<file path="src/rtl/calendar_pkg.sv">
// Shared types, constants and BCD calendar helpers for the calendar_gen date counter.
package calendar_pkg;

    localparam int DAY   = 0;
    localparam int MONTH = 1;
    localparam int YEAR  = 2;

    localparam logic [7:0] BCD2_ZERO = 8'h00;
    localparam logic [7:0] BCD2_MAX  = 8'h99;
    localparam logic [7:0] MONTH_MIN = 8'h01;
    localparam logic [7:0] MONTH_MAX = 8'h12;
    localparam logic [7:0] DAY_MIN   = 8'h01;

    // Two-digit BCD value divisible by 4, decided on the digits alone.
    function automatic logic bcd_div4(input logic [7:0] v);
        logic r;
        if (v[4] == 1'b0) begin
            r = (v[3:0] == 4'h0) || (v[3:0] == 4'h4) || (v[3:0] == 4'h8);
        end else begin
            r = (v[3:0] == 4'h2) || (v[3:0] == 4'h6);
        end
        return r;
    endfunction

    function automatic logic bcd_leap(input logic [7:0] yy, input logic [7:0] century);
        return (yy == 8'h00) ? bcd_div4(century) : bcd_div4(yy);
    endfunction

    function automatic logic [7:0] month_len(input logic [7:0] month_bcd, input logic leap);
        logic [7:0] r;
        case (month_bcd)
            8'h01, 8'h03, 8'h05, 8'h07, 8'h08, 8'h10, 8'h12: r = 8'h31;
            8'h04, 8'h06, 8'h09, 8'h11:                       r = 8'h30;
            8'h02:                                            r = leap ? 8'h29 : 8'h28;
            default:                                          r = 8'h31;
        endcase
        return r;
    endfunction

    function automatic logic [7:0] bcd_inc(input logic [7:0] v);
        logic [7:0] r;
        if (v[3:0] == 4'h9) begin
            r = {v[7:4] + 4'h1, 4'h0};
        end else begin
            r = {v[7:4], v[3:0] + 4'h1};
        end
        return r;
    endfunction

    function automatic logic [7:0] bcd_dec(input logic [7:0] v);
        logic [7:0] r;
        if (v[3:0] == 4'h0) begin
            r = {v[7:4] - 4'h1, 4'h9};
        end else begin
            r = {v[7:4], v[3:0] - 4'h1};
        end
        return r;
    endfunction

endpackage

</file>
<file path="src/rtl/calendar_gen_bcd2_counter.sv">
// Two-digit BCD up/down counter: wraps between MIN_BCD and a runtime max, with an
// optional same-cycle preset that the inc/dec step is then applied to.
module bcd2_counter
    import calendar_pkg::*;
#(
    parameter logic [7:0] MIN_BCD = 8'h00,
    parameter logic [7:0] RST_BCD = 8'h00
) (
    input  logic       Clk,
    input  logic       Reset_n,
    input  logic       set,
    input  logic [7:0] set_val,
    input  logic       inc,
    input  logic       dec,
    input  logic [7:0] max_bcd,
    output logic [7:0] q,
    output logic [7:0] nxt,
    output logic       wrap
);

    logic [7:0] q_r;
    logic [7:0] cur_s;
    logic [7:0] nxt_s;
    logic       wrap_s;

    // Next value: preset first, then one wrapping step; inc with dec cancels.
    always_comb begin
        cur_s  = set ? set_val : q_r;
        nxt_s  = cur_s;
        wrap_s = 1'b0;
        if (inc && !dec) begin
            if (cur_s >= max_bcd) begin
                nxt_s  = MIN_BCD;
                wrap_s = 1'b1;
            end else begin
                nxt_s  = bcd_inc(cur_s);
                wrap_s = 1'b0;
            end
        end else if (dec && !inc) begin
            if (cur_s <= MIN_BCD) begin
                nxt_s  = max_bcd;
                wrap_s = 1'b1;
            end else begin
                nxt_s  = bcd_dec(cur_s);
                wrap_s = 1'b0;
            end
        end else begin
            nxt_s  = cur_s;
            wrap_s = 1'b0;
        end
    end

    // Counter state register.
    always_ff @(posedge Clk or negedge Reset_n) begin
        if (!Reset_n) begin
            q_r <= RST_BCD;
        end else begin
            q_r <= nxt_s;
        end
    end

    assign q    = q_r;
    assign nxt  = nxt_s;
    assign wrap = wrap_s;

endmodule

</file>
<file path="src/rtl/calendar_gen.sv">
// BCD day/month/year counter for the clock display path. Define WEEKDAY_EN to add a
// loadable weekday register and the load_weekday port.
module calendar_gen
    import calendar_pkg::*;
#(
    parameter int          YEAR_DIGITS  = 4,
    parameter int          BASE_CENTURY = 20,
    parameter logic [31:0] RESET_DATE   = {16'h2025, 8'h01, 8'h01}
) (
    input  logic                        Clk,
    input  logic                        Reset_n,
    input  logic                        day_tick,
    input  logic [2:0]                  cnt_inc,
    input  logic [2:0]                  cnt_dec,
    input  logic                        load,
    input  logic [4*YEAR_DIGITS+15:0]   load_data,
`ifdef WEEKDAY_EN
    input  logic [2:0]                  load_weekday,
`endif
    output logic [4*YEAR_DIGITS+15:0]   date_bcd,
    output logic                        leap,
    output logic                        year_carry,
    output logic                        load_err,
    output logic [2:0]                  weekday
);

    localparam int         W            = 4*YEAR_DIGITS + 16;
    localparam logic [7:0] BASE_CEN_BCD = {4'(BASE_CENTURY / 10), 4'(BASE_CENTURY % 10)};

    logic [7:0] dy_q_s, dy_nxt_s, mo_q_s, mo_nxt_s, yl_q_s, yl_nxt_s;
    logic [7:0] cen_q_s, cen_nxt_s, ld_cen_s, cur_len_s, new_len_s, dy_set_val_s;
    logic [7:0] ld_day_s, ld_mon_s, ld_yl_s;
    logic [2:0] e_inc_s, e_dec_s;
    logic       dy_wrap_s, mo_wrap_s, yl_wrap_s, yh_wrap_s;
    logic       ld_ok_s, do_load_s, tick_s, man_s, roll_s;
    logic       mo_inc_s, mo_dec_s, yl_inc_s, yl_dec_s;
    logic       dy_set_s, dy_inc_s, dy_dec_s, yc_s;
    logic       yc_r, le_r;
    logic       dy_unused_s;

    assign ld_day_s  = load_data[7:0];
    assign ld_mon_s  = load_data[15:8];
    assign ld_yl_s   = load_data[23:16];

    assign e_inc_s   = cnt_inc & ~cnt_dec;
    assign e_dec_s   = cnt_dec & ~cnt_inc;
    assign do_load_s = load & ld_ok_s;
    assign tick_s    = ~load & day_tick;
    assign man_s     = ~load & ~day_tick;

    assign leap      = bcd_leap(yl_q_s, cen_q_s);
    assign cur_len_s = month_len(mo_q_s, leap);
    assign roll_s    = (dy_q_s >= cur_len_s);
    // Day limits follow the month/year as they will be after this cycle's edits.
    assign new_len_s = month_len(mo_nxt_s, bcd_leap(yl_nxt_s, cen_nxt_s));

    // Load validation: BCD digits, month range, day within that month.
    always_comb begin
        ld_ok_s = 1'b1;
        for (int i = 0; i < W / 4; i++) begin
            ld_ok_s = ld_ok_s & (load_data[4*i +: 4] <= 4'h9);
        end
        ld_ok_s = ld_ok_s & (ld_mon_s >= MONTH_MIN) & (ld_mon_s <= MONTH_MAX)
                & (ld_day_s >= DAY_MIN)
                & (ld_day_s <= month_len(ld_mon_s, bcd_leap(ld_yl_s, ld_cen_s)));
`ifdef WEEKDAY_EN
        ld_ok_s = ld_ok_s & (load_weekday <= 3'd6);
`endif
    end

    assign mo_inc_s = (tick_s & roll_s) | (man_s & e_inc_s[MONTH]);
    assign mo_dec_s = man_s & e_dec_s[MONTH];
    assign yl_inc_s = (tick_s & mo_wrap_s) | (man_s & e_inc_s[YEAR]);
    assign yl_dec_s = man_s & e_dec_s[YEAR];
    assign yc_s     = yl_inc_s & yl_wrap_s & yh_wrap_s;

    // Day control: load, tick rollover/advance, or clamp followed by the manual edit.
    always_comb begin
        dy_set_s     = 1'b0;
        dy_set_val_s = dy_q_s;
        dy_inc_s     = 1'b0;
        dy_dec_s     = 1'b0;
        if (do_load_s) begin
            dy_set_s     = 1'b1;
            dy_set_val_s = ld_day_s;
        end else if (tick_s) begin
            dy_set_s     = roll_s;
            dy_set_val_s = DAY_MIN;
            dy_inc_s     = ~roll_s;
        end else if (man_s) begin
            dy_set_s     = (dy_q_s > new_len_s);
            dy_set_val_s = new_len_s;
            dy_inc_s     = e_inc_s[DAY];
            dy_dec_s     = e_dec_s[DAY];
        end else begin
            dy_set_s     = 1'b0;
        end
    end

    bcd2_counter #(.MIN_BCD(DAY_MIN), .RST_BCD(RESET_DATE[7:0])) u_day (
        .Clk(Clk), .Reset_n(Reset_n), .set(dy_set_s), .set_val(dy_set_val_s),
        .inc(dy_inc_s), .dec(dy_dec_s), .max_bcd(new_len_s),
        .q(dy_q_s), .nxt(dy_nxt_s), .wrap(dy_wrap_s)
    );

    bcd2_counter #(.MIN_BCD(MONTH_MIN), .RST_BCD(RESET_DATE[15:8])) u_month (
        .Clk(Clk), .Reset_n(Reset_n), .set(do_load_s), .set_val(ld_mon_s),
        .inc(mo_inc_s), .dec(mo_dec_s), .max_bcd(MONTH_MAX),
        .q(mo_q_s), .nxt(mo_nxt_s), .wrap(mo_wrap_s)
    );

    bcd2_counter #(.MIN_BCD(BCD2_ZERO), .RST_BCD(RESET_DATE[23:16])) u_year_lo (
        .Clk(Clk), .Reset_n(Reset_n), .set(do_load_s), .set_val(ld_yl_s),
        .inc(yl_inc_s), .dec(yl_dec_s), .max_bcd(BCD2_MAX),
        .q(yl_q_s), .nxt(yl_nxt_s), .wrap(yl_wrap_s)
    );

    assign dy_unused_s = ^{dy_nxt_s, dy_wrap_s};

    generate
        if (YEAR_DIGITS == 4) begin : g_year_hi
            bcd2_counter #(.MIN_BCD(BCD2_ZERO), .RST_BCD(RESET_DATE[31:24])) u_year_hi (
                .Clk(Clk), .Reset_n(Reset_n), .set(do_load_s), .set_val(load_data[W-1 -: 8]),
                .inc(yl_wrap_s & yl_inc_s), .dec(yl_wrap_s & yl_dec_s), .max_bcd(BCD2_MAX),
                .q(cen_q_s), .nxt(cen_nxt_s), .wrap(yh_wrap_s)
            );
            assign ld_cen_s = load_data[W-1 -: 8];
            assign date_bcd = {cen_q_s, yl_q_s, mo_q_s, dy_q_s};
        end else begin : g_year_2d
            assign cen_q_s   = BASE_CEN_BCD;
            assign cen_nxt_s = BASE_CEN_BCD;
            assign ld_cen_s  = BASE_CEN_BCD;
            assign yh_wrap_s = 1'b1;
            assign date_bcd  = {yl_q_s, mo_q_s, dy_q_s};
        end
    endgenerate

    // One-cycle year wrap and load rejection pulses.
    always_ff @(posedge Clk or negedge Reset_n) begin
        if (!Reset_n) begin
            yc_r <= 1'b0;
            le_r <= 1'b0;
        end else begin
            yc_r <= yc_s;
            le_r <= load & ~ld_ok_s;
        end
    end

    assign year_carry = yc_r;
    assign load_err   = le_r;

`ifdef WEEKDAY_EN
    logic [2:0] wd_r;

    // Weekday follows day steps only; month/year edits leave it alone.
    always_ff @(posedge Clk or negedge Reset_n) begin
        if (!Reset_n) begin
            wd_r <= 3'd0;
        end else if (do_load_s) begin
            wd_r <= load_weekday;
        end else if (tick_s || (man_s && e_inc_s[DAY])) begin
            wd_r <= (wd_r == 3'd6) ? 3'd0 : wd_r + 3'd1;
        end else if (man_s && e_dec_s[DAY]) begin
            wd_r <= (wd_r == 3'd0) ? 3'd6 : wd_r - 3'd1;
        end else begin
            wd_r <= wd_r;
        end
    end

    assign weekday = wd_r;
`else
    assign weekday = 3'd0;
`endif

endmodule

</file>
<file path="config.mk">
export PLATFORM = sky130hd
export DESIGN_NAME = calendar_gen
export DESIGN_NICKNAME = d
export VERILOG_FILES = /design/src/rtl/calendar_pkg.sv /design/src/rtl/calendar_gen_bcd2_counter.sv /design/src/rtl/calendar_gen.sv
export SDC_FILE = /design/constraint.sdc
export NUM_CORES = 1
export LEC_CHECK = 0
export CAP_MARGIN = 20
export CORE_MARGIN = 2
export CORE_UTILIZATION = 45
export CTS_BUF_LIST = sky130_fd_sc_hd__clkbuf_8
export DETAILED_ROUTE_END_ITERATION = 12
export HOLD_SLACK_MARGIN = 0.1
export PLACE_DENSITY_LB_ADDON = 0.12
export SLEW_MARGIN = 20
export SYNTH_ARGS = -nofsm -noshare
export SYNTH_HDL_FRONTEND = slang
export SYNTH_HIERARCHICAL = 1
export SYNTH_SLANG_ARGS = --single-unit
</file>
<file path="constraint.sdc">
create_clock -name Clk -period 10.8 [get_ports Clk]
set_input_delay 3.24 -clock Clk [delete_from_list [all_inputs] [get_ports Clk]]
set_output_delay 3.24 -clock Clk [all_outputs]
set_load 0.03 [all_outputs]
</file>
Figure 1. Clock distribution.
Drawn at 4 px/um.
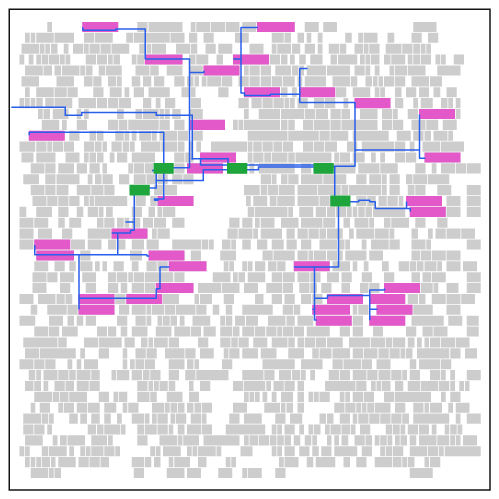
[flip-flops] magenta | count: 34
[cells driving clock nets] green | count: 5
[clock wires] blue | length: 610 um
routed clock nets	6
clock network power share: 4.9%
Clk power: 106 uW
clk latency late pin: 0.30 ns
Max Clock Skew: 0.01413 ns

Figure 2. Clock routing.
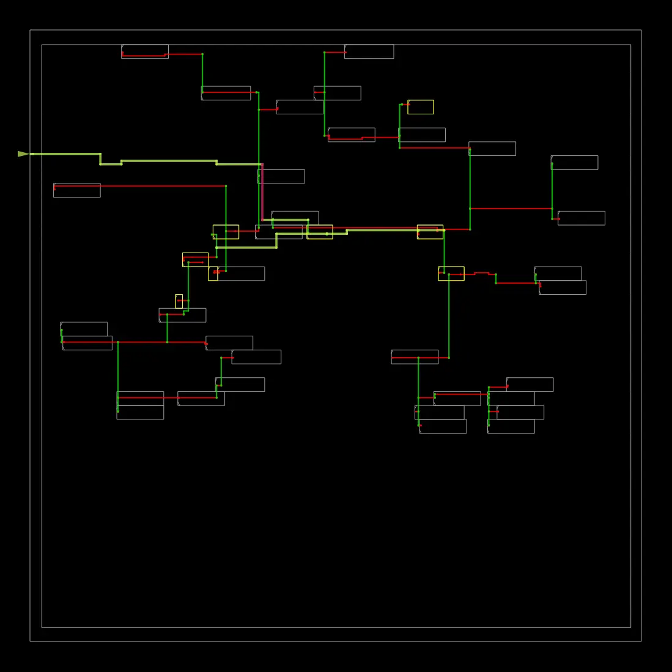
Flops: 34
Sink Count: 34
TritonCTS Buffers: 5

Figure 3. Gate-type map.
Drawn at 2 px/um.
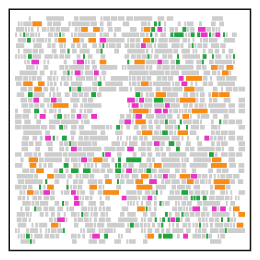
family	color	cells	where
multiplexers	orange	56	widely spread
AND-OR and OR-AND gates	magenta	50	widely spread
NAND gates	green	98	widely spread

Figure 4. Sub-block map.
Drawn at 4 px/um. Other cells in gray.
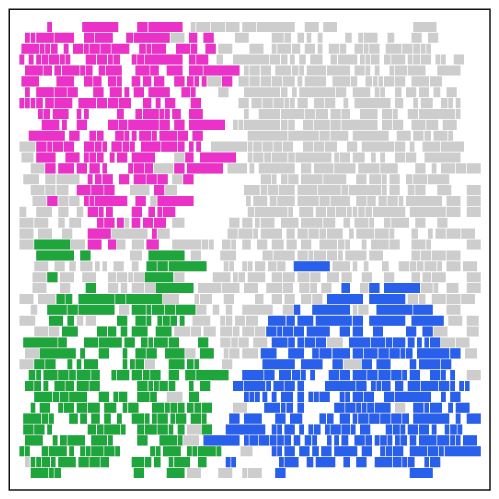
instance	color	cells
u_month	blue	223
g_year_hi.u_year_hi	magenta	202
u_year_lo	green	197
not colored	507
Layout Cells excl Fill: 1305
fin util: 72.20%
die footprint: 14360 sq um

report_power, final:
| part | switching (mW) | internal (mW) | leakage, nW |
|---|---|---|---|
| sequential | 0.119 | 0.179 | 0.417 |
| clock | 0.0549 | 0.0507 | 0.0524 |
| combinational | 0.892 | 0.838 | 3.79 |
layout by cell type (no fill, tap or decap), types with 8 or more instances in the layout:
master,count
a21oi_1,43
a21oi_2,11
a22oi_1,12
a31oi_1,11
buf_4,226
buf_6,11
clkdlybuf4s50_1,61
conb_1,60
dfrtp_1,28
ha_1,40
ha_4,10
inv_1,73
mux2_2,12
mux2_4,9
mux2i_1,21
mux2i_4,9
nand2_1,50
nand3_1,10
nand3b_1,9
nand4_1,9
nor2_1,58
nor3_1,27
nor3_2,8
nor4_1,8
o21a_1,13
o21ai_0,64
registers in the layout, summed over array words and instances (netlist names):
register               count
u_year_lo/q                8
year_carry                 1
u_month/q                  8
u_day/q                    8
load_err                   1
g_year_hi.u_year_hi/q      8
per-stage QoR:
stage               cells  cell area [sq um]  power, mW
floorplan             836               6461      1.160
global placement     1254               8678      1.767
global route         1305               9523      2.282
finish               1305               9523      2.135
detailed placement   1254               8678      1.802
CTS                  1299               9266      2.028
worst paths after layout:
kind	from	end	depth (start not counted)
worst max-delay path	load_data[18]	u_day/q[3]	48
worst min-delay path	g_year_hi.u_year_hi/q[7]	g_year_hi.u_year_hi/q[7]	3
worst max register to register	u_year_lo/q[3]	u_day/q[3]	44
worst min register to register	g_year_hi.u_year_hi/q[7]	g_year_hi.u_year_hi/q[7]	3
max in group asynchronous	Reset_n	u_year_lo/q[5]	2
min in group asynchronous	Reset_n	u_day/q[6]	2
worst max-delay path: cells and delay by family:
family,cells,cell delay (ns)
compound gates,24,4.13
simple gates,13,2.35
buf+inv,5,0.56
mux,2,0.64
fa+ha+maj,4,0.93
routing by layer:
metal,share of wire (%),vias to the layer above,global-route usage (%)
met1,44,3511,42.26
met2,47,317,52.79
met5,0,-,0
met4,3.0,0,9.559
li1,-,3568,-
met3,6.2,65,4.610
repair_timing:
item                       4_1_cts  5_1_grt
hold buffers                     0        0
setup endpoints to repair        8        8
cloned                           1        0
buffers inserted                36        6
resized                         94       43
pin swaps                       43       46
layout make-up:
| type | instances | area, sq um | share of cell area [%] |
|---|---|---|---|
| Multi-Input combinational cell | 696 | 5489 | 57.64 |
| Timing Repair Buffer | 309 | 2541 | 26.69 |
| Sequential cell | 34 | 858.3 | 9.013 |
| Inverter | 81 | 316.6 | 3.324 |
| Tap cell | 176 | 220.2 | 2.312 |
| Clock buffer | 6 | 82.58 | 0.8672 |
| Clock inverter | 2 | 8.758 | 0.09197 |
| Timing Repair inverter | 1 | 6.256 | 0.06569 |
==> notes.md <==
flow finished, numbers: RSZ-0062 raised after global routing yes, status finished, violations left, Core ar. 13190 sq um, gpl congestion 0.9918, DP Worst Slack -2.114 ns, Max Cap Viol 0, CTS clk-pin slew, worst paths 0.09 ns, PnR worst setup slack -0.9248 ns, Rows 42, share of layout cells above drive strength 1 35.78%, Slew headroom between 50 and 60%, failing checks setup timing, Critical Path Source Type input pin, first-pass GRT wire length 36570 um, CP Capture Type flop, Max Root-Sink Buffers 2, Final Setup Violations 8, IO Port Bufs 76, ANT nets after route 0, worst vdd ir 0.1653 mV, DP HPWL between 15000 and 20000 um, Synth Cell Area a little over 6000 sq um, GRT overflow 0, ANT cells 0
Power and IR drop assume default switching activity.
